===== config.mk =====
export PLATFORM = sky130hd
export DESIGN_NAME = regfile_mp
export DESIGN_NICKNAME = d
export VERILOG_FILES = /design/src/rtl/regfile_mp.sv
export SDC_FILE = /design/constraint.sdc
export NUM_CORES = 2
export LEC_CHECK = 0
export CAP_MARGIN = 10
export CORE_MARGIN = 5
export CORE_UTILIZATION = 57
export DETAILED_ROUTE_END_ITERATION = 8
export HOLD_SLACK_MARGIN = 0.15
export PLACE_DENSITY = 0.77
export SLEW_MARGIN = 15
export SYNTH_ARGS = -nofsm -noshare
export SYNTH_HDL_FRONTEND = slang
export SYNTH_SLANG_ARGS = --single-unit
export TNS_END_PERCENT = 10

===== constraint.sdc =====
create_clock -name clk -period 6.33 [get_ports clk]
set_input_delay 0.633 -clock clk [delete_from_list [all_inputs] [get_ports clk]]
set_output_delay 0.633 -clock clk [all_outputs]
set_load 0.01 [all_outputs]

===== src/rtl/regfile_mp.sv =====
// Multi-port integer register file for the decode stage: NUM_WR write lanes,
// NUM_RD combinational read ports, optional write bypass and a busy scoreboard.
module regfile_mp #(
    parameter int REG_WIDTH      = 32,
    parameter int REG_DEPTH      = 32,
    parameter int REG_ADDR_WIDTH = 5,
    parameter int NUM_RD         = 2,
    parameter int NUM_WR         = 1,
    parameter int BYPASS         = 1
) (
    input  logic                                clk,
    input  logic                                reset,
    input  logic [NUM_WR-1:0]                   RegWEn,
    input  logic [NUM_WR*REG_ADDR_WIDTH-1:0]    addrD,
    input  logic [NUM_WR*REG_WIDTH-1:0]         dataD,
    input  logic [NUM_RD*REG_ADDR_WIDTH-1:0]    addrR,
    output logic [NUM_RD*REG_WIDTH-1:0]         dataR,
    output logic [NUM_RD-1:0]                   busyR,
    input  logic                                issue_en,
    input  logic [REG_ADDR_WIDTH-1:0]           issue_addr,
    output logic [REG_ADDR_WIDTH:0]             busy_cnt
);

    localparam int AW = REG_ADDR_WIDTH;

    logic [REG_WIDTH-1:0] regs [REG_DEPTH];
    logic [REG_DEPTH-1:0] busy;
    logic [REG_DEPTH-1:0] busyNext;
    logic [NUM_WR-1:0]    wrValid;

    function automatic logic [AW:0] popCount(input logic [REG_DEPTH-1:0] v);
        logic [AW:0] n;
        n = '0;
        for (int i = 0; i < REG_DEPTH; i++) begin
            n = n + (AW+1)'(v[i]);
        end
        return n;
    endfunction

    // x0 is hardwired: a lane aimed at address 0 is treated as disabled.
    always_comb begin
        wrValid = '0;
        for (int k = 0; k < NUM_WR; k++) begin
            wrValid[k] = RegWEn[k] && (addrD[k*AW +: AW] != '0);
        end
    end

    // Writeback clears first, then issue sets, so issue wins on a collision.
    always_comb begin
        busyNext = busy;
        for (int k = 0; k < NUM_WR; k++) begin
            if (wrValid[k]) begin
                busyNext[addrD[k*AW +: AW]] = 1'b0;
            end
        end
        if (issue_en && (issue_addr != '0)) begin
            busyNext[issue_addr] = 1'b1;
        end
    end

    // Lanes are applied in ascending order so the highest lane wins a conflict.
    always_ff @(posedge clk) begin
        if (reset) begin
            for (int i = 0; i < REG_DEPTH; i++) begin
                regs[i] <= '0;
            end
            busy     <= '0;
            busy_cnt <= '0;
        end else begin
            for (int k = 0; k < NUM_WR; k++) begin
                if (wrValid[k]) begin
                    regs[addrD[k*AW +: AW]] <= dataD[k*REG_WIDTH +: REG_WIDTH];
                end
            end
            busy     <= busyNext;
            busy_cnt <= popCount(busyNext);
        end
    end

    for (genvar j = 0; j < NUM_RD; j++) begin : gRead
        logic [AW-1:0]        ra;
        logic [REG_WIDTH-1:0] rv;

        assign ra = addrR[j*AW +: AW];

        always_comb begin
            rv = regs[ra];
            if (BYPASS != 0) begin
                for (int k = 0; k < NUM_WR; k++) begin
                    if (wrValid[k] && (addrD[k*AW +: AW] == ra)) begin
                        rv = dataD[k*REG_WIDTH +: REG_WIDTH];
                    end
                end
            end
            if (ra == '0) begin
                rv = '0;
            end
        end

        assign dataR[j*REG_WIDTH +: REG_WIDTH] = rv;
        // Scoreboard read is deliberately not bypassed by a same-cycle writeback.
        assign busyR[j] = (ra != '0) && busy[ra];
    end

endmodule

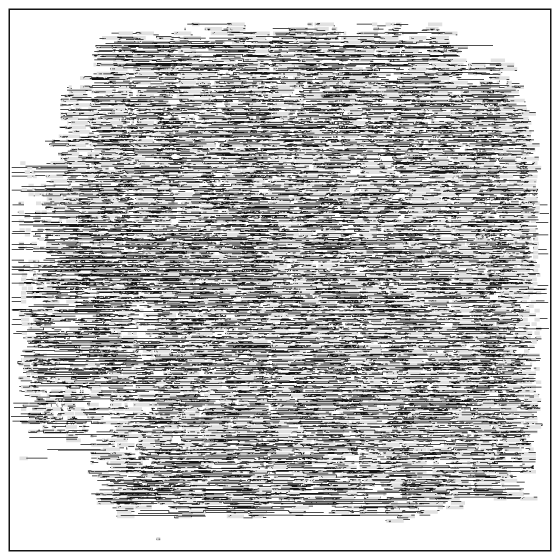
Fig. 1. Metal 1.
Cells faint in the background.
main direction: horizontal
nets with wire on the layer: 4091
global-route track usage on met1: 49.26%
final wirelength: 211500 um
vias post-DR: 41.31k

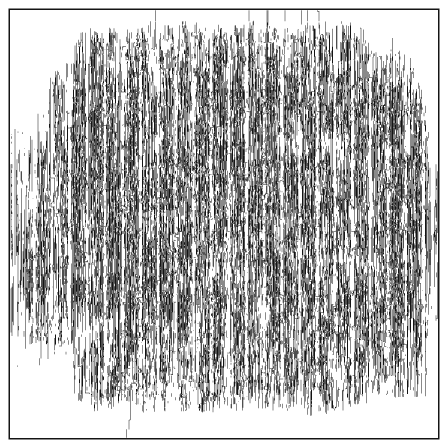
Fig. 2. Met2 routing.
nets with wire on the layer: 3582
wire length on this layer: 90.4 mm
main direction: vertical
share of all routed wire: 43%
longest straight run: 127 um
met2 track demand over resource: 55.88%

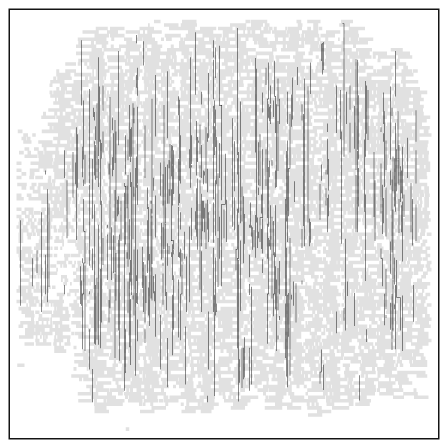
Fig. 3. Met4 routing.
Cells faint in the background.
nets with wire on the layer: 224
share of all routed wire: 7.0%

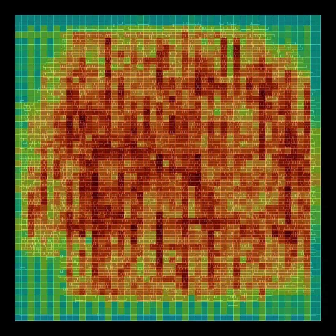
Fig. 4. Track usage over the die.
Final Util: 64.17%
global-route layer with the greatest usage: met2
met3 track utilization from global routing: 17.08%
Routed wire per std cell: 37.59 um

==> results.txt <==
Implementation numbers.

- Along the critical path, the tally of buffer and inverter instances is 5.
- The leakage power is about 23 nW.
- According to the timing report, the arrival time at the worst endpoint equals 6450 ps.
- Yosys reports the multiplexer fraction of the synthesized area as between 20% and 30%.
- For this run, the register share of the synthesized area comes to 54.53%.
- Across the whole layout, storage elements make up 48.89% of the cell area.
- According to the floorplan report, the die width is between 300 and 400 um.
- Per the layout area report, the register area comes to 31510 um2.
- The start of the worst register-to-register path is busy[21].
- The relative max-transition margin is under 10%.
- The post-synth tally of flip-flops with integrated enable is approximately 1.0k.
- Note that the worst hold path type here is primary input to flip-flop.
- Yosys stat counts about 4k cells in the synthesized netlist.
- The core region is ~100000 um2.
- The worst hold slack across all endpoints is slightly above 500 ps.
- The final setup violation count is 0.
- The tree built by TritonCTS fans out to ~1.1k sinks.
- The initial core utilization is approximately 58%.
- The later pin in the worst-skew pair is clocked with a latency of about 690 ps.
- The final RePlAce weighted congestion is 0.9534.
- Subtracting the final worst setup slack from the clock period gives between 5000 and 6000 ps.
- The registers reported with the highest flop counts are regs x1024, busy x32, busy_cnt x6.
- Looking at the area split, the leading class of cells is registers.
- The flow ran to the end, and the final reports show no timing, DRC or antenna violations.
- In this run, power in the clock network comes to about 6.4 mW.
- The OpenROAD report gives the critical path a required time of 6880 ps.
- Buffers placed on the I/O ports in this run total ~130.
- The final global-route overflow total is 0.
- Counting every instance in the synthesized netlist gives a little over 4k.
- The fraction of synthesized cell area taken by the top area cell type is between 50% and 60%.
- The biggest area consumer among synthesized cells is sky130_fd_sc_hd__edfxtp_1.
- The transition time at the pin with the least slew margin is 1393 ps.
- The floorplan die area is between 100000 and 150000 um2.
- The worst setup path is captured at a flip-flop.
- The logic share of the area is a little under two fifths.
- STA on the placed design reports a worst setup slack of -295.1 ps.
- The number of global-route vias before repair is a little over 40k.
- By area, the combinational part of the netlist is dominated by multiplexers.
- Yosys reported that registers with async set or reset make up 0%.
- The cell with the largest stage delay on the worst path is sky130_fd_sc_hd__clkdlybuf4s50_1.
- Power attributed to combinational cells is 2.36 mW.
- Between clock sinks in the finished design, the worst skew comes to about 9.0 ps.
- STA classifies the critical path startpoint as a primary input.
- The top-level port count is 128.
- The largest share of the power goes to registers.
- The share of total power dissipated in combinational logic is between 10% and 20%.
- The complex-gate fraction of the synthesized area is between 5 and 6%.
- The final report lists a non-filler cell total of about 5.6k.
- The number of hold buffers added after CTS was 0.
- The dominant logic cell type in the layout is sky130_fd_sc_hd__edfxtp_1.
- The number of optimization iterations in the first detailed-route pass is 8.
- According to the floorplan log, the row count is 116.
- Measured along the y axis, the die boundary spans around 330 um.
- Once layout is done, the placed cells without fillers occupy around 64000 um2.
- The xor and xnor fraction of the mapped netlist area is less than 1%.
- Per the synthesis report, the adder-cell share of the synthesized area is less than 1%.
- The flip-flop count of the largest register, all copies and words added is around 1k.
- Setup repair after global routing left no endpoint under its margin.
- The largest vdd supply drop is around 0.00023 V.
- Hold analysis lists the worst path endpoint as busy[15].
- Entering global routing, the biggest net connects roughly 120 pins.
- The combinational cell area excluding buffers and inverters is 24640 um2.
- More flip-flops sit in one register than any other, and that register is regs.
- The DRC violation total left in the routed layout is recorded as 0.
- STA lists the maximum fanout along the critical path as 4.
- The top flip-flop cell by instance count after synthesis is sky130_fd_sc_hd__edfxtp_1.
- In this run, power in flip-flops and latches comes to 8.30 mW.
- The number of violations of the max-capacitance limit is 0.
- The post-route clock period utilization is roughly 93%.
- The root buffer cell is sky130_fd_sc_hd__clkbuf_16.
-- metal layers --
metal / share of wire (%) / wire, um / up-vias / GRT usage [%]
li1: - / - / 15799 / -
met1: 33 / 69200 / 20266 / 49.26
met2: 43 / 90390 / 4239 / 55.88
met3: 17 / 36860 / 986 / 17.08
met4: 7.0 / 14880 / 22 / 21.27
met5: 0.10 / 216 / - / 0
-- synthesized netlist by cell type, types with 9 or more instances --
master and count:
sky130_fd_sc_hd__a21oi_1 67, sky130_fd_sc_hd__nor4_1 9, sky130_fd_sc_hd__nand2_1 117, sky130_fd_sc_hd__nor3_1 48
sky130_fd_sc_hd__a32o_1 34, sky130_fd_sc_hd__inv_1 26, sky130_fd_sc_hd__o22ai_1 67, sky130_fd_sc_hd__a221oi_1 31
sky130_fd_sc_hd__a22o_1 17, sky130_fd_sc_hd__fa_1 24, sky130_fd_sc_hd__xor2_1 10, sky130_fd_sc_hd__buf_1 10
sky130_fd_sc_hd__buf_2 71, sky130_fd_sc_hd__a221o_1 23, sky130_fd_sc_hd__o21ai_0 32, sky130_fd_sc_hd__dfxtp_1 38
sky130_fd_sc_hd__mux4_2 396, sky130_fd_sc_hd__clkbuf_1 294, sky130_fd_sc_hd__buf_4 20, sky130_fd_sc_hd__a211oi_1 37
sky130_fd_sc_hd__o221ai_1 27, sky130_fd_sc_hd__nor2b_1 39, sky130_fd_sc_hd__nand2b_1 36, sky130_fd_sc_hd__and2_1 998
sky130_fd_sc_hd__mux2i_1 239, sky130_fd_sc_hd__edfxtp_1 1024, sky130_fd_sc_hd__nor2_1 103, sky130_fd_sc_hd__buf_6 13
sky130_fd_sc_hd__a22oi_1 100, sky130_fd_sc_hd__mux4_1 10, sky130_fd_sc_hd__mux2_2 18, sky130_fd_sc_hd__buf_8 10
sky130_fd_sc_hd__nand3_1 33
Power is estimated from default activity; no workload was simulated.
